==> config.mk <==
export PLATFORM = sky130hd
export DESIGN_NAME = input_spi
export DESIGN_NICKNAME = d
export VERILOG_FILES = /design/src/rtl/input_spi.sv
export SDC_FILE = /design/constraint.sdc
export NUM_CORES = 1
export LEC_CHECK = 0
export CAP_MARGIN = 25
export CORE_MARGIN = 2
export CORE_UTILIZATION = 53
export DETAILED_ROUTE_END_ITERATION = 8
export PLACE_DENSITY = 0.85
export SLEW_MARGIN = 20
export SYNTH_ARGS = -nofsm -noshare
export SYNTH_HDL_FRONTEND = slang
export SYNTH_SLANG_ARGS = --single-unit
==> constraint.sdc <==
create_clock -name clk -period 2 [get_ports clk]
set_clock_uncertainty 0.2 [all_clocks]
set_input_delay 0.2 -clock clk [delete_from_list [all_inputs] [get_ports clk]]
set_output_delay 0.2 -clock clk [all_outputs]
set_load 0.02 [all_outputs]
==> src/rtl/input_spi.sv <==
// Nibble-serial receiver: synchronizes an external sclk/en/data link into clk,
// assembles two nibbles per byte (high first) and buffers bytes in a small FIFO.
module input_spi #(
  parameter int unsigned SYNC_STAGES = 2,
  parameter int unsigned FIFO_DEPTH  = 2
) (
  input  logic       clk,
  input  logic       rst_n,
  input  logic       sclk_in,
  input  logic       en_in,
  input  logic [3:0] data_in,
  output logic [7:0] out_data,
  output logic       out_valid,
  input  logic       out_ready,
  output logic       overflow,
  output logic       frame_err
);

  localparam int unsigned PW = (FIFO_DEPTH > 1) ? $clog2(FIFO_DEPTH) : 1;
  localparam logic [PW:0] FULL_CNT = (PW+1)'(FIFO_DEPTH);

  typedef enum logic [1:0] {IDLE, HI_NIB, LO_NIB} state_e;

  // Synchronizers: all three inputs share the same depth so they stay aligned.
  logic [SYNC_STAGES-1:0]      sclk_sync_q, sclk_sync_d;
  logic [SYNC_STAGES-1:0]      en_sync_q, en_sync_d;
  logic [SYNC_STAGES-1:0][3:0] data_sync_q, data_sync_d;
  logic                        sclk_prev_q, sclk_prev_d;
  logic                        en_prev_q, en_prev_d;

  state_e                      state_q, state_d;
  logic [3:0]                  nib_q, nib_d;
  logic                        frame_err_q, frame_err_d;
  logic                        overflow_q, overflow_d;

  logic [FIFO_DEPTH-1:0][7:0]  mem_q, mem_d;
  logic [PW-1:0]               wr_ptr_q, wr_ptr_d;
  logic [PW-1:0]               rd_ptr_q, rd_ptr_d;
  logic [PW:0]                 count_q, count_d;

  logic                        sclk_s, en_s;
  logic [3:0]                  data_s;
  logic                        link_edge, en_rise, en_fall;
  logic                        push_req, push, pop;
  logic [7:0]                  push_byte;

  always_comb begin
    sclk_sync_d    = sclk_sync_q;
    en_sync_d      = en_sync_q;
    data_sync_d    = data_sync_q;
    sclk_sync_d[0] = sclk_in;
    en_sync_d[0]   = en_in;
    data_sync_d[0] = data_in;
    for (int unsigned i = 1; i < SYNC_STAGES; i++) begin
      sclk_sync_d[i] = sclk_sync_q[i-1];
      en_sync_d[i]   = en_sync_q[i-1];
      data_sync_d[i] = data_sync_q[i-1];
    end
  end

  assign sclk_s      = sclk_sync_q[SYNC_STAGES-1];
  assign en_s        = en_sync_q[SYNC_STAGES-1];
  assign data_s      = data_sync_q[SYNC_STAGES-1];
  assign sclk_prev_d = sclk_s;
  assign en_prev_d   = en_s;

  assign link_edge = sclk_s & ~sclk_prev_q & en_s;
  assign en_rise   = en_s & ~en_prev_q;
  assign en_fall   = ~en_s & en_prev_q;

  always_comb begin
    state_d     = state_q;
    nib_d       = nib_q;
    frame_err_d = 1'b0;
    push_req    = 1'b0;
    push_byte   = {nib_q, data_s};
    unique case (state_q)
      IDLE: begin
        if (en_rise) state_d = HI_NIB;
      end
      HI_NIB: begin
        if (en_fall) begin
          state_d = IDLE;
        end else if (link_edge) begin
          nib_d   = data_s;
          state_d = LO_NIB;
        end
      end
      LO_NIB: begin
        if (en_fall) begin
          frame_err_d = 1'b1;
          state_d     = IDLE;
        end else if (link_edge) begin
          push_req = 1'b1;
          state_d  = HI_NIB;
        end
      end
      default: state_d = IDLE;
    endcase
  end

  // A pop frees a slot in the same cycle, so a full FIFO still accepts a push then.
  assign pop  = out_valid & out_ready;
  assign push = push_req & ((count_q != FULL_CNT) | pop);

  always_comb begin
    mem_d      = mem_q;
    wr_ptr_d   = wr_ptr_q;
    rd_ptr_d   = rd_ptr_q;
    overflow_d = overflow_q | (push_req & ~push);
    if (push) begin
      mem_d[wr_ptr_q] = push_byte;
      wr_ptr_d        = wr_ptr_q + PW'(1);
    end
    if (pop) rd_ptr_d = rd_ptr_q + PW'(1);
    count_d = count_q + (PW+1)'(push) - (PW+1)'(pop);
  end

  always_ff @(posedge clk or negedge rst_n) begin
    if (!rst_n) begin
      sclk_sync_q <= '0;
      en_sync_q   <= '0;
      data_sync_q <= '0;
      sclk_prev_q <= 1'b0;
      en_prev_q   <= 1'b0;
      state_q     <= IDLE;
      nib_q       <= '0;
      frame_err_q <= 1'b0;
      overflow_q  <= 1'b0;
      mem_q       <= '0;
      wr_ptr_q    <= '0;
      rd_ptr_q    <= '0;
      count_q     <= '0;
    end else begin
      sclk_sync_q <= sclk_sync_d;
      en_sync_q   <= en_sync_d;
      data_sync_q <= data_sync_d;
      sclk_prev_q <= sclk_prev_d;
      en_prev_q   <= en_prev_d;
      state_q     <= state_d;
      nib_q       <= nib_d;
      frame_err_q <= frame_err_d;
      overflow_q  <= overflow_d;
      mem_q       <= mem_d;
      wr_ptr_q    <= wr_ptr_d;
      rd_ptr_q    <= rd_ptr_d;
      count_q     <= count_d;
    end
  end

  assign out_valid = (count_q != '0);
  assign out_data  = mem_q[rd_ptr_q];
  assign overflow  = overflow_q;
  assign frame_err = frame_err_q;

endmodule
Figure 1. Routing congestion (run 1).
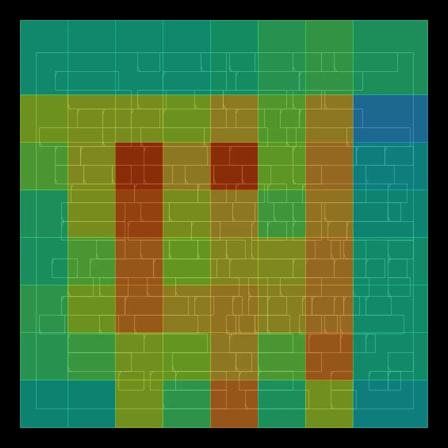
GR Util met1: 20.8%
grt met2 use: 27.8%
All-Layer GR Usage: 17.5%

Figure 2. Pin placement (run 1).
Pins as bars across the die edge, other pins in grey.
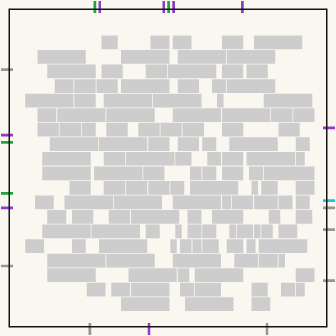
port	colour	pins	direction	edge
overflow	cyan	1	output	right
data_in	green	4	input	2 left, 2 top
out_data	purple	8	output	4 top, 2 left, 1 bottom, 1 right
all pins by edge	6 left, 6 top, 5 right, 3 bottom
overall die width: 59.1 um
Die Y: 59.1 um
Port Buffer Count: 19

Figure 3. Sequential cells coloured by netlist name (run 1).
Other sequential cells in the stronger grey, the rest of the logic in the fainter grey.
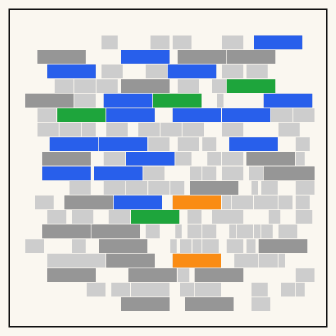
netlist name	colour	placed flops
state_q	orange	2
nib_q	green	4
mem_q	blue	16
not coloured	20
Reg area: 1050 um^2
fin util: 69.9%
Seq/total area: 53.2%
sequential power: 0.00112 W

Figure 4. Wiring by layer (run 1).
Only two layers are drawn.
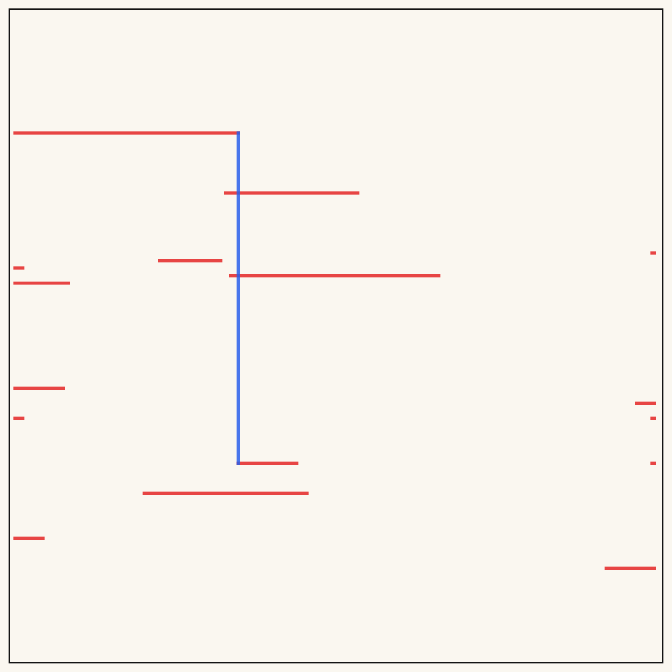
layer	colour	wire length
metal 3	red	96.4 um
metal 4	blue	29.9 um
DR vias: 903
Total Routed Length: 2440 um

run 1: registers in the layout, summed over array words and instances (netlist names):
name and flops:
data_sync_d 4, mem_q 16, frame_err 1, sclk_sync_q 2, count_q 2, state_q 2, nib_q 4, data_s 4
wr_ptr_q 1, en_sync_q 2, sclk_prev_q 1, rd_ptr_q 1, en_prev_q 1, overflow 1
run 1: final timing paths:
kind | endpoint
worst max-delay path | out_data[5]
worst max register to register | mem_q[2]$_DFFE_PN0P_
min in group asynchronous | count_q[1]$_DFF_PN0_
worst min register to register | data_s[3]$_DFF_PN0_
max in group asynchronous | rd_ptr_q$_DFFE_PN0P_
worst min-delay path | data_sync_d[7]$_DFF_PN0_
run 1: critical path, stage by stage (launching register included):
cell           delay (ps)
dfrtp_2               370
buf_4                 150
mux2_2                330
dlygate4sd2_1         330
==> results_dict.tcl, run 1 <==
# yosys + openroad results
set metrics [dict create \
    pg_comb_w 0.000529 \
    status "complete, no violations" \
    cp.required_ps 1600 \
    taps 31 \
    place_hpwl_um 1710 \
    ff2ff_setup_slack_ps 150 \
    hold_viol 0 \
    grt_pass1_vias 956 \
    antenna_found_initial 0 \
    power.leakage_nw 0.945 \
    setup.worst_path.class "reg -> out" \
    comb.multi_input.count 58 \
    setup_violations 0 \
    pre_cts_ws_ps 27.5 \
    holdBufCountCts 1 \
    drive_gt1_share_pct 40.4 \
    cts_made_buffers 5 \
    ys.warnings.count 0 \
    startpoint "rd_ptr_q$_DFFE_PN0P_" \
    rows 19 \
    largest_area_cell "dfrtp_1" \
    routed.top_layer "met4" \
    yosysChipArea_um2 1610 \
    drc_errors 0 \
    post_cts_buffers 3 \
    fmax_mhz 523 \
    n_fill_cell 192 \
    p_clk_share_pct 24.1 \
    most-common-layout-cells "dfrtp_1 (41), mux2_2 (28), clkdlybuf4s50_1 (9)" \
    area_delta_synth_final_pct 22.9 \
    grtUsageMet3_pct 6.99 \
    fin_area_um2 1980 \
    hp-start "data_in[3]" \
    hold_class "in -> reg" \
    muxShareOfSynthArea_pct 20.2 \
    top_power_group "registers" \
    rr_startpoint "state_q[0]$_DFFE_PN0P_" \
    cts.path.max_buffers 2 \
    tightestPinTransition_ps 503 \
    syn-cell-area_um2 1610 \
    warnings 26 \
    firstDrtPassIters 4 \
    comb-cell-share_pct 28.0 \
    p_total_w 0.00217 \
    postSynthAreaPerCell_um2 15.9 \
    wl_met1_um 1070 \
    cts_tree "done" \
    simple_gate_share_pct 9.02 \
    overflow 0 \
    synthArstFlopShare_pct 100 \
    end_kind "primary output" \
    fin_crit_ps 1910 \
    layout_top_cell "dfrtp_1" \
    fin_cells 167 \
    worstSetupStartpointType "flip-flop" \
    avgViaCountPerCell 5.41 \
    grt-busiest-layer "met2" \
    synthTopLogicFamily "multiplexers" \
    numSynthFlops 42 \
    cts_root_buf "clkbuf_4" \
    synth.cellmix.xorXnorShare_pct 1.63 \
    syn-instance-count 101 \
    h-tree-depth 2 \
    postSynthSeqShare_pct 65.3 \
    cp.arrival_ps 1510 \
    drt_iter0_markers 9 \
    wl_per_cell_um 14.6 \
    largest_cell_class "sequential cells" \
    cts-resized-gates 16 \
    io_pins 20 \
    slew_headroom_pct 66.4 \
    setup-tns-final_ps 0 \
    rsz0062_at_grt "no" \
    worst_r2r_path_depth 5 \
    cp_max_fo 5 \
    finalNetCount 145 \
    insertedDiodeCount 0 \
    setup_ws_ps 86.5 \
    drv_cap 0 \
    p_switching_w 0.000602 \
    wl_met3_um 96 \
    vdd.ir_drop.worst_mv 0.774 \
    buffer_area_share_pct 12.8 \
    internal-power_w 0.00157 \
    dp_cells 155 \
    final-clk-cell-share_pct 3.99 \
    clock_net_power_w 0.000522 \
    edf_count 0 \
    clk_latency_ps 340 \
    top_cells_by_count "dfrtp_1 (42), mux2_2 (28), nand2_1 (4)" \
    placed_area_um2 1870 \
    drv_slew 0 \
    fp_util_pct 56.9 \
    clock_sink_count 42 \
    clkbuf_count 6 \
    cts.clk_slew.worst_paths_ps 120 \
    worstHoldPathCells 1 \
    inverters 0 \
    p_seq_share_pct 51.5 \
    combGateArea_um2 554 \
    sw_frac_of_total_pct 27.7 \
    power_density_nw_per_um2 1100 \
    aoi_share_pct 2.80 \
    pwr-share-comb_pct 24.4 \
    die_area_um2 3490 \
    grt_max_degree 43 \
    yosysUniqueCellTypes 23 \
    fp_nets 111 \
    grt_pass1_wl_um 4330 \
    core-area_um2 2830 \
    place_congestion 0.728 \
    flops 42 \
    antenna_left 0 \
    nNonClkBuffers 28 \
    area_leaders "dfrtp_1 (65%), mux2_2 (20%), xnor2_1 (1.6%), nand3b_4 (1.2%), nor3_4 (1.0%)" \
    synth_top_flop_cell "dfrtp_1" \
    period_used_pct 95.7 \
    yosys_cells 101 \
    yosysMostFrequentCell "dfrtp_1" \
    adder_share_pct 0.778 \
    yosys.area.top_type_share_pct 65.3 \
    hold_slack_ps 85.3 \
    met2_length_um 1240 \
]
==> run 2, diff against run 1 <==
--- a/config.mk
+++ b/config.mk
@@ -10,7 +10,8 @@
 export CORE_UTILIZATION = 53
 export DETAILED_ROUTE_END_ITERATION = 8
 export PLACE_DENSITY = 0.85
-export SLEW_MARGIN = 20
+export REMOVE_ABC_BUFFERS = 1
+export SLEW_MARGIN = 5
 export SYNTH_ARGS = -nofsm -noshare
 export SYNTH_HDL_FRONTEND = slang
 export SYNTH_SLANG_ARGS = --single-unit
Figure 5. The metal 3 layer (run 2).
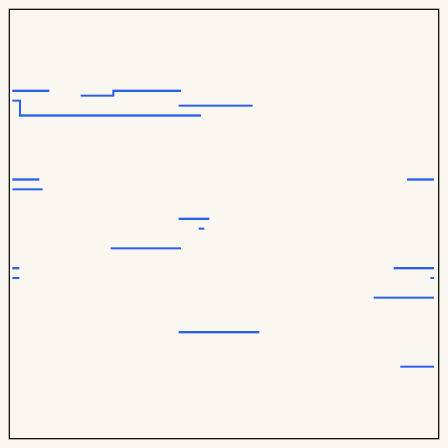
wire length on this layer	111 um
main direction	horizontal
nets with wire on the layer	12
longest straight run	24.8 um
met3 usage: 5.24%
DR vias: 880
Total Routed Length: 2520 um

==> run 2 against run 1 <==
Combinational power down 3%. First-iteration DRC count grew to 4.4 times the previous value. Global-route usage decreased by 0.49 points. Sequential share of layout area grew 0.82 points. Register-to-register slack got worse by 40 ps. Non-clock buffer count fell by 2. Cell count is 1.2% lower. Synthesized area is the same. Via count shrank 2.5%. Total power down 5.3%. Flip-flop count unchanged. Die area did not move. Largest cell class unchanged. Largest power group unchanged. Highest routed layer unchanged.
==> results_dict.tcl, run 2 <==
# yosys + openroad results
set metrics [dict create \
    p_clk_share_pct 20.6 \
    postSynthAreaPerCell_um2 15.9 \
    tightestPinTransition_ps 500 \
    setup.worst_path.class "reg -> out" \
    slew_headroom_pct 66.7 \
    n_fill_cell 199 \
    core-area_um2 2830 \
    yosysUniqueCellTypes 23 \
    clkbuf_count 7 \
    clock_sink_count 42 \
    yosys_cells 101 \
    p_switching_w 0.000595 \
    grt_util_all_layers_pct 17.0 \
    h-tree-depth 2 \
    simple_gate_share_pct 9.02 \
    crit_family "buffers and inverters" \
    drv_cap 0 \
    edf_count 0 \
    cp_max_fo 4 \
    pwr-share-comb_pct 24.9 \
    worstSetupStartpointType "flip-flop" \
    cp.arrival_ps 1540 \
    pg_comb_w 0.000511 \
    syn-cell-area_um2 1610 \
    place_congestion 0.729 \
    seq_area_um2 1050 \
    grt-busiest-layer "met2" \
    taps 31 \
    pg_seq_w 0.00112 \
    yosysMostFrequentCell "dfrtp_1" \
    cts.path.max_buffers 2 \
    nNonClkBuffers 26 \
    grt_pass1_vias 920 \
    adder_share_pct 0.778 \
    sh_seq_area_pct 54.0 \
    fmax_mhz 514 \
    hold_class "in -> reg" \
    drive_gt1_share_pct 37.3 \
    firstDrtPassIters 4 \
    routed.top_layer "met4" \
    vdd.ir_drop.worst_mv 0.615 \
    top_power_group "registers" \
    area_delta_synth_final_pct 21.0 \
    setup_ws_ps 56.3 \
    postSynthSeqShare_pct 65.3 \
    rows 19 \
    most-common-layout-cells "dfrtp_1 (41), mux2_2 (28), clkdlybuf4s50_1 (9), dlygate4sd2_1 (9), clkbuf_4 (6)" \
    numSynthFlops 42 \
    drc_errors 0 \
    fin_cells 165 \
    antenna_found_initial 0 \
    dp_cells 154 \
    hold_viol 0 \
    internal-power_w 0.00146 \
    synthTopLogicFamily "multiplexers" \
    power.leakage_nw 0.958 \
    top_cells_by_count "dfrtp_1 (42), mux2_2 (28), nand2_1 (4)" \
    synthArstFlopShare_pct 100 \
    io_pins 20 \
    period_used_pct 97.2 \
    yosysChipArea_um2 1610 \
    die_y_um 59.1 \
    drv_slew 0 \
    buffer_area_share_pct 12.4 \
    clock_net_power_w 0.000422 \
    insertedDiodeCount 0 \
    crit_buf_inv 2 \
    path_cells "clkbuf_4 > mux2_2 > dlygate4sd2_1" \
    wl_per_cell_um 15.2 \
    avgViaCountPerCell 5.33 \
    place_hpwl_um 1720 \
    layout_top_cell "dfrtp_1" \
    power_density_nw_per_um2 1050 \
    placed_area_um2 1870 \
    fin_area_um2 1950 \
    cts_tree "done" \
    cts_root_buf "clkbuf_4" \
    largest_cell_class "sequential cells" \
    combGateArea_um2 554 \
    grtUsageMet2_pct 26.0 \
    area_leaders "dfrtp_1 (65%), mux2_2 (20%), xnor2_1 (1.6%), nand3b_4 (1.2%), nor3_4 (1.0%)" \
    clk_latency_ps 350 \
    cp.required_ps 1600 \
    end_kind "primary output" \
    cts_made_buffers 5 \
    sw_frac_of_total_pct 29.0 \
    comb.multi_input.count 58 \
    setup_violations 0 \
    p_total_w 0.00205 \
    top_register "mem_q" \
    fp_util_pct 56.9 \
    use_met1_pct 23.1 \
    syn-instance-count 101 \
    grt_max_degree 43 \
    rsz0062_at_grt "no" \
    aoi_share_pct 2.80 \
    warnings 25 \
    critPathSlowestCell "dfrtp_2" \
    pre_cts_ws_ps -21.7 \
    port_buffers 19 \
    met2_length_um 1180 \
    inverters 0 \
    ys.warnings.count 0 \
    setup-tns-final_ps 0 \
    largest_register_ffs 16 \
    die_w_um 59.1 \
    critPathMaxStageDelay_ps 370 \
    wl_met3_um 111 \
    flops 42 \
    overflow 0 \
    fin_crit_ps 1940 \
    final-clk-cell-share_pct 3.08 \
    wl_met1_um 1170 \
    synth_top_flop_cell "dfrtp_1" \
    yosys.area.top_type_share_pct 65.3 \
    die_area_um2 3490 \
    status "complete, no violations" \
    synth.cellmix.xorXnorShare_pct 1.63 \
    hold_slack_ps 79.2 \
    drt_iter0_markers 40 \
    grt_pass1_wl_um 4260 \
    p_seq_share_pct 54.5 \
    antenna_left 0 \
    finalNetCount 143 \
    final_core_util_pct 68.8 \
    muxShareOfSynthArea_pct 20.2 \
    comb-cell-share_pct 28.5 \
    largest_area_cell "dfrtp_1" \
    cts.clk_slew.worst_paths_ps 110 \
]
Figure 6. Pin placement (run 2).
Pins as bars across the die edge, other pins in grey.
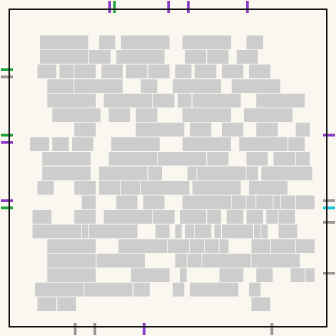
port	colour	pins	direction	edge
overflow	cyan	1	output	right
data_in	green	4	input	3 left, 1 top
out_data	purple	8	output	4 top, 2 left, 1 right, 1 bottom
all pins by edge	6 left, 5 top, 5 right, 4 bottom

run 2: cell counts after synthesis:
No cell type changed its count.
run 2: worst paths after layout:
check	end	slack [ps]	startpoint	cells after the start
min in group asynchronous	count_q[1]$_DFF_PN0_	220	rst_n	3
worst min register to register	en_sync_q[1]$_DFF_PN0_	160	en_sync_q[0]$_DFF_PN0_	0
worst max-delay path	out_data[1]	60	rd_ptr_q$_DFFE_PN0P_	3
worst min-delay path	data_sync_d[6]$_DFF_PN0_	80	data_in[2]	1
max in group asynchronous	rd_ptr_q$_DFFE_PN0P_	1010	rst_n	3
worst max register to register	mem_q[7]$_DFFE_PN0P_	110	state_q[0]$_DFFE_PN0P_	5
run 2: repair_timing:
action	CTS	global route
hold buffers	1	0
hold endpoints to repair	42	0
resized	10	1
endpoints found under the setup margin	9	3
setup buffers	2	0
Power and IR drop assume default switching activity.
